<file path="config.mk">
export PLATFORM = sky130hd
export DESIGN_NAME = motor_spi_tx
export DESIGN_NICKNAME = d
export VERILOG_FILES = /design/src/rtl/motor_spi_pkg.sv /design/src/rtl/motor_spi_tx_clk_gen.sv /design/src/rtl/motor_spi_tx.sv
export SDC_FILE = /design/constraint.sdc
export NUM_CORES = 1
export LEC_CHECK = 0
export CAP_MARGIN = 20
export CORE_ASPECT_RATIO = 1.2
export CORE_MARGIN = 10
export CORE_UTILIZATION = 59
export DETAILED_ROUTE_END_ITERATION = 10
export PLACE_DENSITY = 0.84
export SETUP_SLACK_MARGIN = 0.5
export SLEW_MARGIN = 5
export SYNTH_ARGS = -nofsm -noshare
export SYNTH_HDL_FRONTEND = slang
export SYNTH_SLANG_ARGS = --single-unit
export TNS_END_PERCENT = 10
</file>
<file path="constraint.sdc">
create_clock -name clk -period 6 [get_ports clk]
set_clock_uncertainty 0.1 [all_clocks]
set_input_delay 0.6 -clock clk [delete_from_list [all_inputs] [get_ports clk]]
set_output_delay 0.6 -clock clk [all_outputs]
set_load 0.005 [all_outputs]
</file>
<file path="src/rtl/motor_spi_pkg.sv">
// Shared types and sizes for the motor SPI frame transmitter.
package motor_spi_pkg;

  localparam int FRAME_BITS = 16;
  localparam int BYTE_BITS  = 8;

  typedef enum logic [1:0] {
    IDLE  = 2'd0,
    SETUP = 2'd1,
    SHIFT = 2'd2,
    HOLD  = 2'd3
  } state_e;

endpackage

</file>
<file path="src/rtl/motor_spi_tx_clk_gen.sv">
// Half-period counter for the SPI clock; emits a tick every CLK_DIV enabled
// cycles, split into rise/fall strobes according to the current sck level.
module spi_clk_gen #(
  parameter int unsigned CLK_DIV = 4
) (
  input  logic clk,
  input  logic reset_n,
  input  logic en,
  input  logic sck_lvl,
  output logic tick,
  output logic rise,
  output logic fall
);

  localparam logic [7:0] LAST = 8'(CLK_DIV - 1);

  logic [7:0] cnt_r;
  logic [7:0] cnt_s;

  // next half-period count: wraps at LAST, held at zero while disabled
  always_comb begin
    cnt_s = 8'd0;
    if (en && (cnt_r != LAST)) begin
      cnt_s = cnt_r + 8'd1;
    end else begin
      cnt_s = 8'd0;
    end
  end

  // half-period counter register
  always_ff @(posedge clk or negedge reset_n) begin
    if (!reset_n) begin
      cnt_r <= 8'd0;
    end else begin
      cnt_r <= cnt_s;
    end
  end

  assign tick = en && (cnt_r == LAST);
  assign rise = tick && !sck_lvl;
  assign fall = tick && sck_lvl;

endmodule

</file>
<file path="src/rtl/motor_spi_tx.sv">
// Two-byte SPI master frame transmitter for a motor driver (load active-low).
// Optional MISO capture is enabled by defining MOTOR_SPI_TX_MISO_EN.
module motor_spi_tx
  import motor_spi_pkg::*;
#(
  parameter int unsigned CLK_DIV = 4
) (
  input  logic                 clk,
  input  logic                 reset_n,
  input  logic [BYTE_BITS-1:0] motor1,
  input  logic [BYTE_BITS-1:0] motor2,
  input  logic                 valid,
  output logic                 ready,
  output logic                 sck,
  output logic                 sdo,
  output logic                 load,
  output logic                 done
`ifdef MOTOR_SPI_TX_MISO_EN
  ,
  input  logic                  sdi,
  output logic [FRAME_BITS-1:0] rx_data
`endif
);

  localparam logic [4:0] LAST_BIT = 5'(FRAME_BITS - 1);

  state_e                  state_r;
  state_e                  state_s;
  logic [4:0]              bit_cnt_r;
  logic [4:0]              bit_cnt_s;
  logic [FRAME_BITS-1:0]   shreg_r;
  logic [FRAME_BITS-1:0]   shreg_s;
  logic                    sck_s;
  logic                    sdo_s;
  logic                    load_s;
  logic                    done_s;
  logic                    accept_s;
  logic                    tick_s;
  logic                    rise_s;
  logic                    fall_s;

  assign accept_s = valid && ready;

  spi_clk_gen #(.CLK_DIV(CLK_DIV)) u_clk_gen (
    .clk     (clk),
    .reset_n (reset_n),
    .en      (state_r != IDLE),
    .sck_lvl (sck),
    .tick    (tick_s),
    .rise    (rise_s),
    .fall    (fall_s)
  );

  // next-state and next-output logic; outputs are registered from these values
  always_comb begin
    state_s   = state_r;
    bit_cnt_s = bit_cnt_r;
    shreg_s   = shreg_r;
    sck_s     = sck;
    sdo_s     = sdo;
    load_s    = load;
    done_s    = 1'b0;
    case (state_r)
      IDLE: begin
        if (accept_s) begin
          state_s   = SETUP;
          shreg_s   = {motor1, motor2};
          bit_cnt_s = 5'd0;
          load_s    = 1'b0;
          sck_s     = 1'b0;
          sdo_s     = motor1[BYTE_BITS-1];
        end else begin
          load_s = 1'b1;
          sck_s  = 1'b0;
          sdo_s  = 1'b0;
        end
      end
      SETUP: begin
        if (rise_s) begin
          sck_s   = 1'b1;
          state_s = SHIFT;
        end else begin
          sck_s = 1'b0;
        end
      end
      SHIFT: begin
        if (rise_s) begin
          sck_s = 1'b1;
        end else if (fall_s) begin
          // data only moves on the falling edge so it is settled before each rise
          sck_s     = 1'b0;
          bit_cnt_s = bit_cnt_r + 5'd1;
          shreg_s   = shreg_r << 1;
          if (bit_cnt_r == LAST_BIT) begin
            state_s = HOLD;
            sdo_s   = 1'b0;
          end else begin
            sdo_s = shreg_r[FRAME_BITS-2];
          end
        end else begin
          sck_s = sck;
        end
      end
      HOLD: begin
        if (tick_s) begin
          state_s = IDLE;
          load_s  = 1'b1;
          done_s  = 1'b1;
        end else begin
          done_s = 1'b0;
        end
      end
      default: begin
        state_s = IDLE;
        load_s  = 1'b1;
        sck_s   = 1'b0;
        sdo_s   = 1'b0;
      end
    endcase
  end

  // state, counters and registered outputs
  always_ff @(posedge clk or negedge reset_n) begin
    if (!reset_n) begin
      state_r   <= IDLE;
      bit_cnt_r <= 5'd0;
      shreg_r   <= '0;
      sck       <= 1'b0;
      sdo       <= 1'b0;
      load      <= 1'b1;
      done      <= 1'b0;
      ready     <= 1'b1;
    end else begin
      state_r   <= state_s;
      bit_cnt_r <= bit_cnt_s;
      shreg_r   <= shreg_s;
      sck       <= sck_s;
      sdo       <= sdo_s;
      load      <= load_s;
      done      <= done_s;
      ready     <= (state_s == IDLE);
    end
  end

`ifdef MOTOR_SPI_TX_MISO_EN
  logic [FRAME_BITS-1:0] rx_shift_r;
  logic [FRAME_BITS-1:0] rx_shift_s;
  logic [FRAME_BITS-1:0] rx_data_s;

  // slave data is captured on every sck rise (the first rise happens in SETUP)
  always_comb begin
    rx_shift_s = rx_shift_r;
    rx_data_s  = rx_data;
    if (accept_s) begin
      rx_shift_s = '0;
    end else if (rise_s && ((state_r == SETUP) || (state_r == SHIFT))) begin
      rx_shift_s = (rx_shift_r << 1) | {{(FRAME_BITS-1){1'b0}}, sdi};
    end else begin
      rx_shift_s = rx_shift_r;
    end
    if ((state_r == HOLD) && tick_s) begin
      rx_data_s = rx_shift_r;
    end else begin
      rx_data_s = rx_data;
    end
  end

  // receive shift register and published word
  always_ff @(posedge clk or negedge reset_n) begin
    if (!reset_n) begin
      rx_shift_r <= '0;
      rx_data    <= '0;
    end else begin
      rx_shift_r <= rx_shift_s;
      rx_data    <= rx_data_s;
    end
  end
`endif

endmodule
</file>
**Run 1: PDN straps and rails**

(4 px per um) Pins as bars on the die edge. Tap cells in gray.
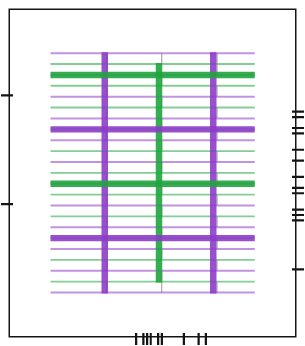
purple -> VSS
green -> VDD
met4 straps = 3
met1 rails = 23
tap cells = 36
signal pins = 24
Die Y: 81.5 um
maximum VDD drop: 171 uV
Core Area: 3060 um^2

**Run 1: signal wires on met3**

(3 px per um)
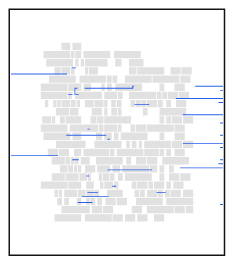
longest straight run = 18.4 um
main direction = horizontal
wire length on this layer = 183 um

**Run 1: signal wires by layer**

(4 px per um)
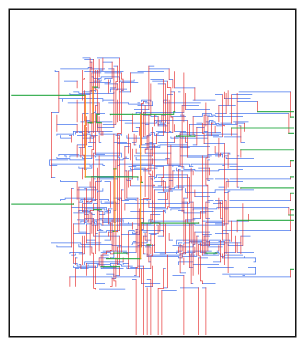
red -> M2  # wire length 1780 um
green -> M3  # wire length 183 um
orange -> M4  # wire length 80.9 um
blue -> M1  # wire length 1730 um
DR vias: 1394
Routed WL: 3.78 mm

==> results.py, run 1 <==
# Auto-generated metrics
metrics = {
    "timing": {
        "drv_slew": 0,
        "period_minus_slack_ps": 3040,
        "worst_slew_pin_slew_ps": 1050,
    },
    "die": {
        "rows": 22,
        "die_w_um": 71.3,
        "die_area_um2": 5810,
        "ioPinCount": 24,
    },
    "global_route": {
        "grt_pass1_vias": 1476,
        "grt_pass1_wl_mm": 6.73,
        "grt_start_max_net_pins": 36,
    },
    "worst_setup_path": {
        "end_kind": "flip-flop",
        "crit_end": "sdo$_DFFE_PN0P_",
        "reg2reg_depth": 6,
        "path_cells": "inv_1, ha_1, and2_1, and4b_1, a21oi_2, mux2_4",
        "rrSetupSlack_ps": 2970,
        "crit_path_max_fanout": 21,
        "cp_slowest_cell": "ha_1",
        "worstReg2RegStart": "state_r[0]$_DFF_PN0_",
        "critPathKind": "flip-flop to flip-flop",
        "required_ps": 6140,
    },
    "logic_synthesis": {
        "synth-async-reset-ratio_pct": 100,
        "synthCells": 176,
        "synthDistinctLibCells": 39,
        "synth-edff-count": 0,
        "area_leaders": "dfrtp_1 (44%), mux2i_1 (7.5%), ha_1 (5.4%)",
        "yosysWarnings": 0,
    },
    "route": {
        "wl_per_cell_um": 16.0,
        "ant_nets": 0,
    },
    "cts": {
        "clock_sinks": 35,
        "worstSkewPairLatency_ps": 340,
        "cts_made_buffers": 5,
        "post-cts-setup-buffer-count": 0,
        "hold_buffers": 0,
        "cts.path.max_buffers": 2,
    },
    "power": {
        "leakagePower_nw": 1.13,
        "p_int_mw": 0.315,
        "seq-power_mw": 0.236,
        "p_clk_share_pct": 37.2,
        "pg_comb_mw": 0.0175,
        "p_per_area_nw_per_um2": 186,
    },
    "final_layout": {
        "seq_area_um2": 878,
        "layout.nets": 227,
        "area_delta_synth_final_pct": 16.9,
    },
    "flow_run": {
        "tool_warnings": 30,
    },
    "placed_design": {
        "port_buffers": 23,
    },
    "outcome": {
        "status": "finished, final reports clean",
    },
}
-- run 1: worst min path at each step --
stage	start	to	slack, ps	cells past startpoint
2_1_floorplan	reset_n	bit_cnt_r[0]$_DFFE_PN0P_	200	0
3_3_place_gp	u_clk_gen.cnt_r[0]$_DFF_PN0_	u_clk_gen.cnt_r[0]$_DFF_PN0_	360	1
3_5_place_dp	u_clk_gen.cnt_r[0]$_DFF_PN0_	u_clk_gen.cnt_r[0]$_DFF_PN0_	370	1
4_1_cts	u_clk_gen.cnt_r[0]$_DFF_PN0_	u_clk_gen.cnt_r[0]$_DFF_PN0_	390	1
5_1_grt	u_clk_gen.cnt_r[0]$_DFF_PN0_	u_clk_gen.cnt_r[0]$_DFF_PN0_	410	1
6_report	u_clk_gen.cnt_r[0]$_DFF_PN0_	u_clk_gen.cnt_r[0]$_DFF_PN0_	380	1
-- run 1: state kept, by name, summed over array words and instances (netlist names) --
signal and flops:
state_r 2, u_clk_gen.cnt_r 8, shreg_r 15, sck 1, sdo 1, bit_cnt_r 5
ready 1, load 1, done 1
-- run 1: per-layer routing --
layer / wire, um / part of all wire (%) / up-vias / GRT usage (%)
met5: 0 / 0 / - / 0
met4: 80 / 2.1 / 0 / 6.78
met3: 182 / 4.8 / 10 / 4.34
met2: 1780 / 47 / 38 / 23.3
met1: 1730 / 46 / 664 / 16.0
li1: - / - / 682 / -
-- run 1: per-stage QoR --
stage | setup slack [ps] | hold WS (ps) | total power, mW | std cells | cell area (um^2)
floorplan | 3960 | 204 | 0.241 | 176 | 1860
global route | 2720 | 406 | 0.414 | 237 | 2170
global placement | 3030 | 360 | 0.258 | 229 | 2100
finish | 2970 | 384 | 0.404 | 237 | 2170
CTS | 2940 | 390 | 0.407 | 237 | 2170
detailed placement | 2960 | 373 | 0.258 | 229 | 2100
-- run 1: cells in the final DEF, fill, tap and decap left out, drive strengths merged, types with 7 or more instances in the layout --
| cell type | count |
|---|---|
| dfrtp | 33 |
| ha | 8 |
| nor3 | 14 |
| clkbuf | 7 |
| mux2i | 14 |
| a21oi | 20 |
| clkdlybuf4s50 | 23 |
| nand3 | 9 |
| nand2 | 11 |
| nor2 | 11 |
| o21ai | 7 |
-- run 1: kinds of logic (layout without fill, tap and decap cells) --
kind of cell | after synthesis | after routing | synth area share [%]
xor gates and xnor gates | 7 | 7 | 3.30
buffers and inverters | 13 | 38 | 3.43
adders and majority gates | 8 | 8 | 5.38
DFF | 35 | 35 | 47.2
and+or+nand+nor | 62 | 62 | 19.8
muxes | 15 | 15 | 8.34
AOI/OAI and AO/OA | 36 | 36 | 12.6
-- run 1: critical path: cells and delay by family (launching register included) --
family,cells,cell delay (ps)
adders and majority gates,1,860
and+or+nand+nor,2,960
DFF,1,490
muxes,1,320
AOI/OAI and AO/OA,1,70
buffers and inverters,1,140
-- run 1: final cells by class --
class	count	share of cell area [%]
clock inverters	1	0.345
inverters	6	1.04
well taps	36	2.07
clock buffers	7	2.99
flip-flops and latches	35	40.4
multi-input cells	128	42.2
repair buffers	24	10.9
**Run 1: signal wires on met2**

(3 px per um)
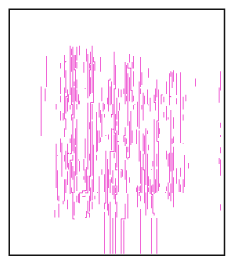

==> run 2: changes to the inputs <==
- CORE_UTILIZATION: 59 -> 49
- PLACE_DENSITY: 0.84 -> 0.75
- clock period: 6 -> 2.6 ns (I/O delays scaled with it)
**Run 2: signal wires on met2**

(3 px per um)
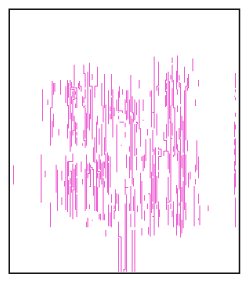
share of all routed wire = 50%
wire length on this layer = 2050 um

==> run 2 against run 1 <==
Against the previous run:
- core utilization shrank 7.6 points
- via count grew 3.2%
- non-clock buffer count grew 9
- total power grew to 2.7 times the previous value
- sequential power grew 130%
- critical path type unchanged
- largest power group unchanged
- highest routed layer unchanged
==> results.py, run 2 <==
# Auto-generated metrics
metrics = {
    "die": {
        "die_w_um": 76.3,
        "core_area_um2": 3660,
        "ioPinCount": 24,
        "die_h_um": 87.5,
        "die_area_um2": 6670,
        "rows": 24,
    },
    "logic_synthesis": {
        "synth-async-reset-ratio_pct": 100,
        "area_leaders": "dfrtp_1 (44%), mux2i_1 (7.5%), ha_1 (5.4%)",
        "synthCells": 176,
        "ys_seq_share_pct": 47.2,
        "yosysWarnings": 0,
        "synthDistinctLibCells": 39,
    },
    "worst_setup_path": {
        "crit_path_max_fanout": 7,
        "end_kind": "flip-flop",
        "critPathTopFamily": "simple AND/OR/NAND/NOR gates",
        "path_cells": "inv_1, ha_1, and2_1, and4b_1, and2_1, a2111oi_4",
        "critPathKind": "flip-flop to flip-flop",
        "required_ps": 2690,
        "cp_slowest_cell": "dfrtp_2",
        "reg2reg_depth": 6,
    },
    "power": {
        "peakVddDrop_uv": 486,
        "p_total_mw": 1.09,
        "p_per_area_nw_per_um2": 466,
        "leakagePower_nw": 1.19,
        "p_clk_share_pct": 46.2,
        "p_int_mw": 0.880,
    },
    "cts": {
        "cts_made_buffers": 5,
        "clock_sinks": 35,
        "worstSkewPairLatency_ps": 290,
    },
    "global_route": {
        "grt_start_max_net_pins": 36,
        "grt_pass1_wl_mm": 7.20,
        "grt_pass1_vias": 1532,
    },
    "placed_design": {
        "port_buffers": 23,
        "place_ws_ps": 405,
        "place_inst": 251,
        "post_dp_cell_area_um2": 2170,
    },
    "timing": {
        "worst_slack_ps": 587,
        "worst_slew_pin_slew_ps": 445,
        "drv_slew": 0,
    },
    "route": {
        "routed_wirelength_mm": 4.07,
        "ant_nets": 0,
        "vias": 1438,
        "wl_per_cell_um": 15.5,
    },
    "final_layout": {
        "largest_register_ffs": 15,
        "fin_cells": 262,
        "reg_top3": "shreg_r (15), u_clk_gen.cnt_r (8), bit_cnt_r (5)",
        "layout.nets": 236,
        "postLayoutCellArea_um2": 2330,
        "top_register": "shreg_r",
    },
    "outcome": {
        "status": "finished, final reports clean",
    },
}
run 2: cell counts after synthesis:
Identical to the previous run, type by type.
run 2: worst paths after layout:
kind                                                   start                           end  slack, ps
worst min-delay path                                 reset_n        shreg_r[3]$_DFFE_PN0P_        290
worst max-delay path                    state_r[0]$_DFF_PN0_               ready$_DFF_PN1_        590
min in group clk                u_clk_gen.cnt_r[0]$_DFF_PN0_  u_clk_gen.cnt_r[0]$_DFF_PN0_        380
max in group asynchronous                            reset_n               ready$_DFF_PN1_       1770
worst max register to register          state_r[0]$_DFF_PN0_               ready$_DFF_PN1_        590
worst min register to register  u_clk_gen.cnt_r[0]$_DFF_PN0_  u_clk_gen.cnt_r[0]$_DFF_PN0_        380
run 2: routing by layer:
layer / track usage (%) / routed length, um / vias to the layer above
met5: 0 / 0 / -
met4: 5.08 / 61 / 0
met3: 3.62 / 155 / 6
met2: 23.1 / 2050 / 33
met1: 14.9 / 1810 / 702
li1: - / - / 697
run 2: worst register-to-register path: cells and delay by family (launching register included):
kind | cells | cell delay, ps
AND-OR/OR-AND | 1 | 330
adder cells (fa/ha/maj) | 1 | 240
buffers and inverters | 1 | 110
flip-flops | 1 | 450
AND/OR/NAND/NOR | 3 | 690
run 2: cell families (layout without fill, tap and decap cells):
kind of cell               count (synthesis)  in the layout  synth area share, %
xor gates and xnor gates                   7              7                 3.30
and+or+nand+nor                           62             62                 19.8
DFF                                       35             35                 47.2
adders and majority gates                  8              8                 5.38
buffers and inverters                     13             47                 3.43
muxes                                     15             15                 8.34
AOI/OAI and AO/OA                         36             36                 12.6
run 2: what timing repair did:
action                                  CTS  global route
endpoints found under the setup margin   16            18
pin swaps                                 0             1
hold buffers                              0             0
endpoints found under the hold margin     0             0
gates resized                             2             4
buffers inserted                          0             3
run 2: power groups by stage:
stage,combinational [mW],sequential (mW),clock (mW)
finish,0.0405,0.544,0.501
global route,0.0443,0.544,0.537
CTS,0.0413,0.544,0.517
detailed placement,0.0404,0.555,0
global placement,0.0398,0.555,0
floorplan,0.000631,0.555,0
run 2: final cells by class:
| type | count | area (um^2) |
|---|---|---|
| inverter | 6 | 22.5 |
| sequential | 35 | 881 |
| clock inverter | 2 | 35.0 |
| multi-input combinational | 128 | 938 |
| tap | 52 | 65.1 |
| fill | 329 | 1330 |
| timing repair buffer | 33 | 305 |
| clock buffer | 6 | 82.6 |
run 2: metrics by stage:
stage / utilization [%] / hold slack (ps)
CTS: 62.5 / 295
floorplan: - / -136
finish: 63.6 / 290
detailed placement: 59.2 / 375
global placement: 59.2 / 360
global route: 63.6 / 316
**Run 2: signal wires on met3**

(3 px per um)
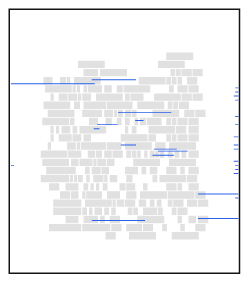

==> run 3: changes to the inputs <==
- clock period: 2.6 -> 1.68 ns (I/O delays scaled with it)
**Run 3: signal wires on met3**

(3 px per um)
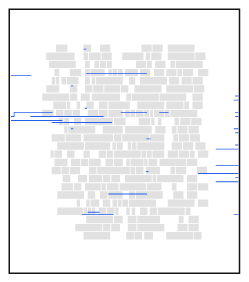
main direction = horizontal
wire length on this layer = 185 um
nets with wire on the layer = 23
longest straight run = 24.1 um

==> run 3 against run 2 <==
Against the previous run:
- the flow now finishes with violations (negative setup slack)
- sequential share of layout area is 5.2 points lower
- sequential power is 55% higher
- non-clock buffer count is 27 higher
- hold slack worse by 100 ps
- first-iteration DRC count is 87% higher
- setup slack worse by 720 ps
- largest cell class unchanged
- largest power group unchanged
==> results.py, run 3 <==
# Auto-generated metrics
metrics = {
    "outcome": {
        "status": "complete, but fails checks",
        "violations": "negative setup slack",
    },
    "cts": {
        "cts_made_buffers": 5,
    },
    "worst_setup_path": {
        "cp_slowest_cell": "dfrtp_1",
        "required_ps": 1760,
        "path_cells": "ha_2, nor3b_2, buf_4, and4b_2, a21oi_2, mux2_4",
        "critPathKind": "flip-flop to flip-flop",
    },
    "logic_synthesis": {
        "xor_share_pct": 3.30,
        "synth-async-reset-ratio_pct": 100,
        "synthCells": 176,
        "synthTopLogicFamily": "simple AND/OR/NAND/NOR gates",
        "yosys.area_share.aoi_pct": 12.6,
        "synthDistinctLibCells": 39,
        "fa_ha_area_share_pct": 5.38,
    },
    "die": {
        "rows": 24,
        "die_area_um2": 6670,
        "die_h_um": 87.5,
    },
    "final_layout": {
        "reg_top3": "shreg_r (15), u_clk_gen.cnt_r (8), bit_cnt_r (5)",
        "fin_cells": 289,
    },
    "placed_design": {
        "place_inst": 275,
        "place_ws_ps": -158,
    },
    "timing": {
        "setup_viol": 21,
        "worst_slack_ps": -137,
        "hold_slack_ps": 187,
    },
    "power": {
        "leakagePower_nw": 1.39,
        "p_clk_share_pct": 46.8,
        "p_per_area_nw_per_um2": 630,
        "peakVddDrop_uv": 360,
    },
    "global_route": {
        "grt_start_max_net_pins": 36,
    },
    "route": {
        "routed_wirelength_mm": 4.84,
        "wl_per_cell_um": 16.7,
        "vias": 1566,
    },
}
[run 3: cell counts after synthesis]
Identical to the previous run, type by type.
[run 3: timing repair]
item,4_1_cts,5_1_grt
setup endpoints to repair,39,38
resized,37,15
buffers inserted,4,2
pin swaps,10,5
[run 3: routing by layer]
layer	global-route usage (%)	part of all wire, %	vias up
li1	-	-	749
met1	15.5	40	772
met2	27.8	54	34
met3	4.03	3.8	11
met4	5.25	1.8	0
met5	0	0	-
[run 3: area by class of cell]
class / count / area [um^2]
repair buffers: 60 / 551
clock buffers: 6 / 82.6
flip-flops and latches: 35 / 880
inverters: 6 / 22.5
clock inverters: 2 / 35.0
fillers: 270 / 968
multi-input cells: 128 / 1060
well taps: 52 / 65.1
[run 3: metrics by stage]
stage	util, %	area (um^2)	TNS (ps)
finish	73.6	2700	-1800
global route	73.6	2700	-3420
CTS	71.6	2620	-1670
detailed placement	65.8	2410	-1980
global placement	65.8	2410	-970
floorplan	-	1910	-1010
[run 3: cell families after synthesis]
kind of cell             Yosys count
multiplexers                      15
AND/OR/NAND/NOR                   62
adder cells (fa/ha/maj)            8
buffers and inverters             13
flip-flops                        35
AND-OR/OR-AND                     36
XOR/XNOR                           7
[run 3: worst paths after layout]
kind	startpoint	to	slack [ps]	cells past startpoint
max	u_clk_gen.cnt_r[1]$_DFF_PN0_	sdo$_DFFE_PN0P_	-140	6
min in group clk	motor2[0]	shreg_r[0]$_DFFE_PN0P_	330	3
max reg2reg	u_clk_gen.cnt_r[1]$_DFF_PN0_	sdo$_DFFE_PN0P_	-140	6
min reg2reg	bit_cnt_r[4]$_DFFE_PN0P_	bit_cnt_r[4]$_DFFE_PN0P_	410	2
min	reset_n	shreg_r[11]$_DFFE_PN0P_	190	2
max in group asynchronous	reset_n	load$_DFFE_PN1P_	940	2
[run 3: power groups by stage]
| stage | Sequential, mW | Combinational, mW | Clock, mW |
|---|---|---|---|
| after floorplan | 0.859 | 0.000977 | 0 |
| after global placement | 0.858 | 0.0611 | 0 |
| after detailed placement | 0.858 | 0.0617 | 0 |
| after CTS | 0.842 | 0.0627 | 0.794 |
| after global routing | 0.842 | 0.0674 | 0.833 |
| final | 0.842 | 0.0613 | 0.795 |
[run 3: worst max-delay path: cells and delay by family (launching register included)]
family | cells | cell delay, ps
flops | 1 | 410
simple gates | 2 | 390
mux | 1 | 310
fa+ha+maj | 1 | 200
buf+inv | 1 | 160
compound gates | 1 | 140
No activity file was given, so power comes from the tool's default toggle rates.
